Figure 1. Routed clock nets over the placement (run 1).
Scale bar: 50 µm.
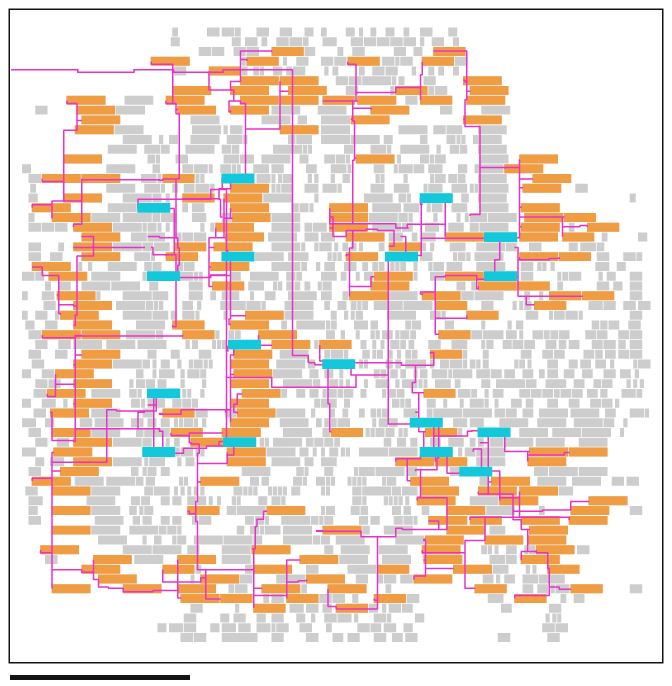
Figure 2. Placed cells, one colour a class (run 1).
Fill, decap, tap and diode cells in grey.
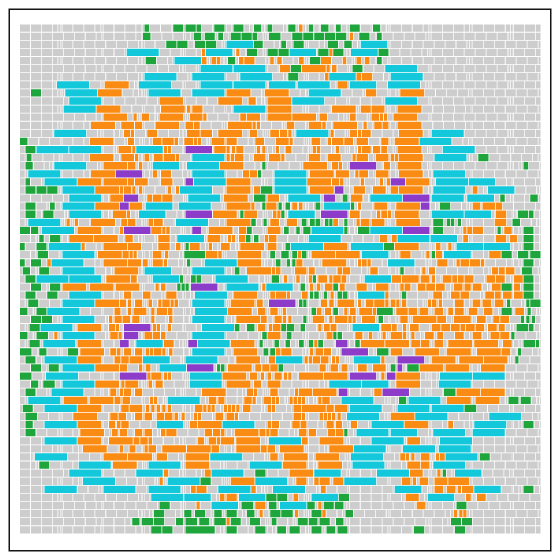
Figure 3. Cell outlines without signal wires (run 1).
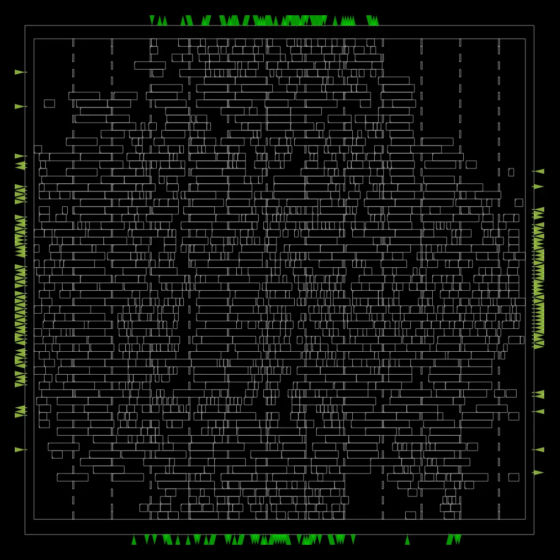
Figure 4. Pin placement (run 1).
Pins as bars across the die edge, other pins in grey.
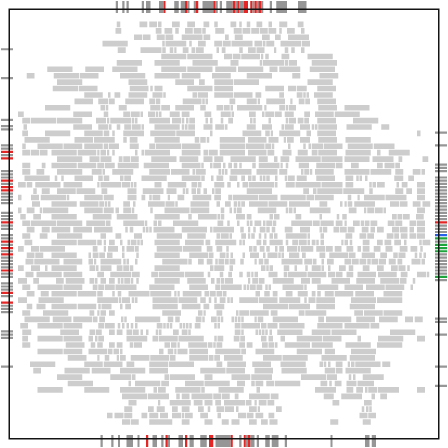
Design rf_wb_ctrl, sky130hd; sources not shown.
==> flow_summary_export.csv, run 1 <==
group,metric,value,unit
clock_tree,cts_setup_buffers,0,
grt,grt_use_met2,0.464,
outcome,outcome,"complete, no violations",
synth,synth_stat.cells,1114,
power,share_comb_of_total_power,0.678,
route,drt_iter0_markers,1768,
synth,ys_sh_adder,0.0105,
sta,achievable_clock_frequency,145,MHz
finish,diodes,0,
run,openroad_warning_count,33,
synth,synth.yosys.warnings,0,
grt,number_of_antenna_violations_at_the_first_check_in_global_routing,0,
finish,comb_area_frac,0.460,
power,peak_supply_drop,0.322,mV
sta,hold_violations,0,
synth,number_of_enable_flip_flop_cells,148,
finish,nFlopsAndLatches,199,
finish,regArea,5720,µm²
grt,vias_in_the_first_global_route,11800,
synth,common_cells,"mux4_2, edfxtp_1, nor2_1",
grt,globalRouteOverflowTotal,0,
synth,post_synth_xor_area_fraction,0.0347,
clock_tree,clock-root-buffer,"clkbuf_16",
floorplan,fp_util,0.462,
clock_tree,post_cts_resize_count,321,
power,sw_frac_of_total,0.508,
critical_path,startpoint_kind_of_the_worst_setup_timing_path,"flop",
synth,yosysUniqueCellTypes,48,
synth,post_synth_main_logic_family,"multiplexers",
synth,post_synth_inst_count,1114,
power,total_leakage_power,5.68,nW
synth,synth_dominant_cell_count,"mux4_2",
sta,maxSlewViolCount,0,
route,remaining_antenna_violation_count_after_routing,0,
synth,ys_async_sr_fraction,0.256,
route,maxUsedRoutingLayer,"met4",
route,wl_met1,18600,µm
finish,layoutNonFillerInstCount,1721,
placement,numPlacedInstances,1691,
critical_path,crit_type,"reg -> out",
synth,dominant_register_cell,"edfxtp_1",
synth,syn-cell-area,13900,µm²
synth,yosys_register_bits,199,
sta,tns,0,ns
power,pwr.group.combinational,6.19,mW
route,viasPerCell,6.94,
finish,final_cell_mix,"mux4_2, edfxtp_1, nor2_1",
clock_tree,cts-root-to-sink-buffers,2,
floorplan,num_io_pins,197,
synth,floorplan.nets,1213,
critical_path,worst-r2r-cell-count,5,
## Picture notes: Figure 1
- orange: flip-flops (count 199)
- magenta: clock wires (length 2620 µm)
- cyan: clock-net drivers (count 17)
- flops lie: all over the die
- routed clock nets: 18
clock latency on the worst-skew pair: 0.45 ns
Clk pwr share: 0.110
power in the clock group: 1.00 mW

## Picture notes: Figure 2
- cyan: registers (cells 199)
- green: remaining buffers and delay cells (cells 295)
- orange: remaining logic cells (cells 805)
- purple: clock drivers and dummy loads (cells 32)
core footprint: 30000 µm²
Layout Utilization: 0.561
flop share of the area: 0.340

## Picture notes: Figure 3
# fillers: 2491
number of cell rows: 63
Tap Count: 390

## Picture notes: Figure 4
- red: alu_data (pins 32; direction input; edge 12 left, 11 top, 8 bottom, 1 right)
- green: rs2 (pins 5; direction input; edge right)
- blue: rf_we (pins 1; direction output; edge right)
- all pins by edge: 54 left, 51 top, 49 bottom, 43 right
Die Span Y: 182 µm
count of buffers inserted at the top-level ports: 186
Die W: 182 µm

-- run 1: through the flow --
step	worst slack [ns]	area, µm²	util
floorplan	0.239	13900	-
CTS	0.000151	16800	0.560
finish	0.0169	16800	0.561
global placement	-1.46	16200	0.540
global route	-0.107	16800	0.561
detailed placement	-1.46	16300	0.541
-- run 1: critical path: stages, from the launching register on --
cell	delay [ns]
dfrtp_1	0.41
buf_2	0.23
buf_4	0.25
buf_8	0.22
buf_12	0.22
inv_1	0.10
ha_1	0.28
buf_2	0.21
buf_6	0.20
mux4_2	0.57
xnor2_1	0.19
nand3_1	0.16
or2_1	0.25
clkbuf_1	0.25
nor2_4	0.26
a221oi_1	0.08
o31ai_1	0.59
clkdlybuf4s15_2	0.46
Figure 5. Routed metal, one colour a layer (run 1).
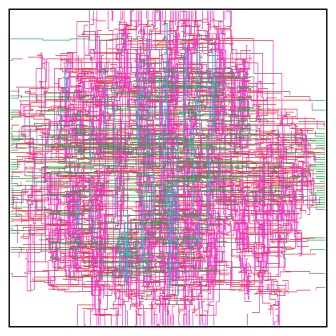

==> run 2: changes to the inputs <==
--- a/config.mk
+++ b/config.mk
@@ -5,8 +5,8 @@
 export SDC_FILE = /design/constraint.sdc
 export NUM_CORES = 1
 export LEC_CHECK = 0
-export CORE_MARGIN = 3
-export CORE_UTILIZATION = 45
+export CORE_MARGIN = 2
+export CORE_UTILIZATION = 25
 export DETAILED_ROUTE_END_ITERATION = 8
 export GPL_TIMING_DRIVEN = 0
 export PLACE_DENSITY_LB_ADDON = 0.25
@@ -14,3 +14,4 @@
 export SYNTH_ARGS = -nofsm -noshare
 export SYNTH_HDL_FRONTEND = slang
 export SYNTH_SLANG_ARGS = --single-unit
+export TNS_END_PERCENT = 20
Figure 6. Routed metal, one colour a layer (run 2).
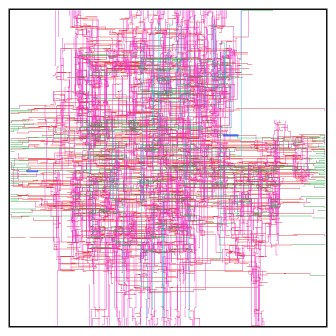
- magenta: M2 (wire length 26.8 mm)
- cyan: M4 (wire length 2250 µm)
- blue: M5 (wire length 17.5 µm)
- red: M1 (wire length 23.2 mm)
- green: M3 (wire length 5330 µm)
WL per Instance: 27.7 µm
via total after detailed routing: 11600
Total Routing Usage GR: 0.201
Routed Wire Length: 57600 µm

==> run 2 against run 1 <==
  * Sequential share of layout area is 1.3 points lower
  * Clock power rose by 7%
  * Critical endpoint is now byp2_data[5]
  * Hold slack got worse by 0.011 ns
  * Cell count up 21%
  * Synthesized cell count unchanged
  * Sequential power is essentially flat
  * Combinational power increased by 3.6%
  * Critical path type unchanged
  * Count of clock-buffer cells in the layout decreased by 3
  * Largest power group unchanged
  * Total power increased by 3.2%
  * Via count down 2.6%
  * Routed wire length increased by 14%
  * Synthesized area is the same
  * Largest cell class unchanged
==> flow_summary_export.csv, run 2 <==
group,metric,value,unit
finish,final_cell_mix,"mux4_2, edfxtp_1, nor2_1",
synth,common_cells,"mux4_2, edfxtp_1, nor2_1",
route,drt_iter0_markers,1329,
floorplan,row_count,86,
finish,layoutNonFillerInstCount,2082,
min_path,worst_hold_path_class,"reg -> reg",
synth,ys_async_sr_fraction,0.256,
critical_path,cp.buffers_inverters,10,
clock_tree,cts_setup_buffers,0,
synth,post-synth-top-area-fraction,0.320,
sta,tns,0,ns
clock_tree,cts.reportedPaths.clkPinSlew,0.08,ns
sta,rsz0062_at_grt,"yes",
finish,flow.area_growth_from_synthesis,26.2,%
power,total_power,9.43,mW
run,openroad_warning_count,34,
synth,post_synth_mux_area_share,0.274,
synth,dominant_register_cell,"edfxtp_1",
floorplan,core_area,55000,µm²
finish,diodes,0,
sta,final-setup-viol-count,0,
critical_path,timing.critical_path.depth,18,
clock_tree,post_cts_resize_count,362,
route,remaining_antenna_violation_count_after_routing,0,
synth,synth_simple_gate_area_share,0.110,
placement,globalplace.congestion,0.869,
synth,post_synth_main_logic_family,"multiplexers",
critical_path,critical_path.slowest_cell,"mux4_2",
critical_path,crit_path_cell_trace,"clkbuf_4 -> buf_6 -> buf_12 -> buf_16 -> inv_1 -> ha_1 -> clkbuf_4 -> buf_6 -> mux4_2 -> xnor2_4 -> nand2_1 -> or2_0 -> buf_2 -> or3_1 -> buf_2 -> nor2_1 -> nor4_2 -> dlygate4sd2_1",
placement,placement.io_buffers,186,
sta,holdWs,0.343,ns
power,peak_supply_drop,0.253,mV
clock_tree,worstSkewPairLatency,0.48,ns
floorplan,num_io_pins,197,
synth,synth_stat.cells,1114,
floorplan,dieHeight,240,µm
critical_path,worst_path_largest_cell_delay,0.60,ns
synth,post_synth_xor_area_fraction,0.0347,
synth,synth_dominant_cell_count,"mux4_2",
floorplan,chip_area,57400,µm²
min_path,whs_path_depth,1,
placement,placedInstanceArea,16800,µm²
placement,numPlacedInstances,2053,
synth,synthesis.area_per_instance,12.5,µm²
floorplan,floorplan.die.width,240,µm
route,viasPerCell,5.59,
synth,syn-cell-area,13900,µm²
critical_path,crit_type,"reg -> out",
grt,vias_in_the_first_global_route,11600,
sta,slew-limit-headroom,0.221,
clock_tree,cts_sinks,199,
sta,timing.final.ws_setup,0.168,ns
sta,hold_violations,0,
synth,floorplan.nets,1213,
synth,number_of_enable_flip_flop_cells,148,
route,maxUsedRoutingLayer,"met5",
critical_path,startpoint_kind_of_the_worst_setup_timing_path,"flop",
grt,number_of_antenna_violations_at_the_first_check_in_global_routing,2,
synth,ys_sh_adder,0.0105,
synth,yosysUniqueCellTypes,48,
critical_path,worstPathMaxFanout,19,
route,detailedRoute.firstPassIterationCount,6,
finish,finalNetCount,1420,
placement,detail_placement_hpwl,42300,µm
floorplan,fp_util,0.252,
sta,achievable_clock_frequency,149,MHz
finish,postLayoutCellArea,17500,µm²
grt,grt_use_met2,0.314,
synth,synth.yosys.warnings,0,
clock_tree,cts-root-to-sink-buffers,2,
route,wl_met1,23200,µm
synth,yosys_register_bits,199,
grt,grt_max_degree,45,
synth,yosys.area.top_type,"edfxtp_1",
grt,globalRouteOverflowTotal,0,
clock_tree,clock-root-buffer,"clkbuf_16",
placement,pre_cts_slack,-1.84,ns
finish,largest_register_ff_count,148,
critical_path,critical_path.top_delay_family,"buffers and inverters",
finish,share_of_post_route_cells_with_drive_strength_above_1,0.278,
power,total_leakage_power,5.78,nW
outcome,outcome,"complete, no violations",
synth,post_synth_inst_count,1114,
sta,maxSlewViolCount,0,
critical_path,worst-r2r-cell-count,5,
Figure 7. Cell outlines without signal wires (run 2).
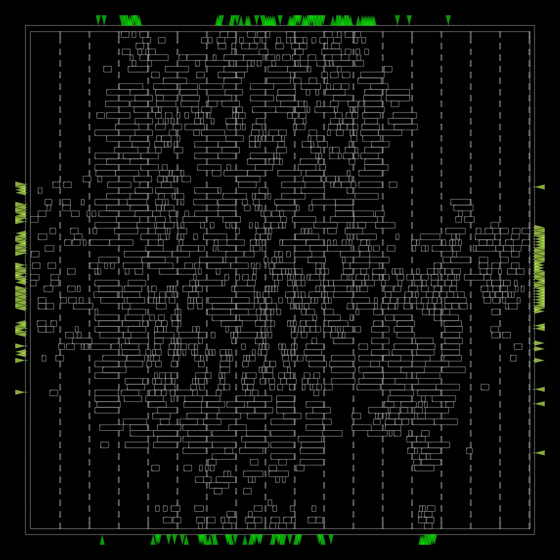
Layout Utilization: 0.318
# fillers: 5568

run 2: cell count changes in the layout (fill, tap and decap cells not counted), moves of 4 or more:
cell	delta
o31ai_2	+6
o31ai_1	-6
clkbuf_4	-8
clkdlybuf4s15_2	+5
inv_8	+4
buf_4	-7
buf_2	+11
run 2: area by class of cell:
class | instances | area (µm²)
buffer | 107 | 599
timing repair buffer | 191 | 1800
clock buffer | 17 | 425
multi-input combinational | 799 | 7820
inverter | 6 | 22.5
tap | 748 | 936
clock inverter | 15 | 184
sequential | 199 | 5720
fill | 5568 | 37500
run 2: power by group:
group | switching [mW] | internal, mW
clock network | 0.515 | 0.552
registers | 0.336 | 1.62
logic | 3.99 | 2.42
total | 4.84 | 4.59
Power figures rest on the tool's default switching activity, not on a simulated workload.
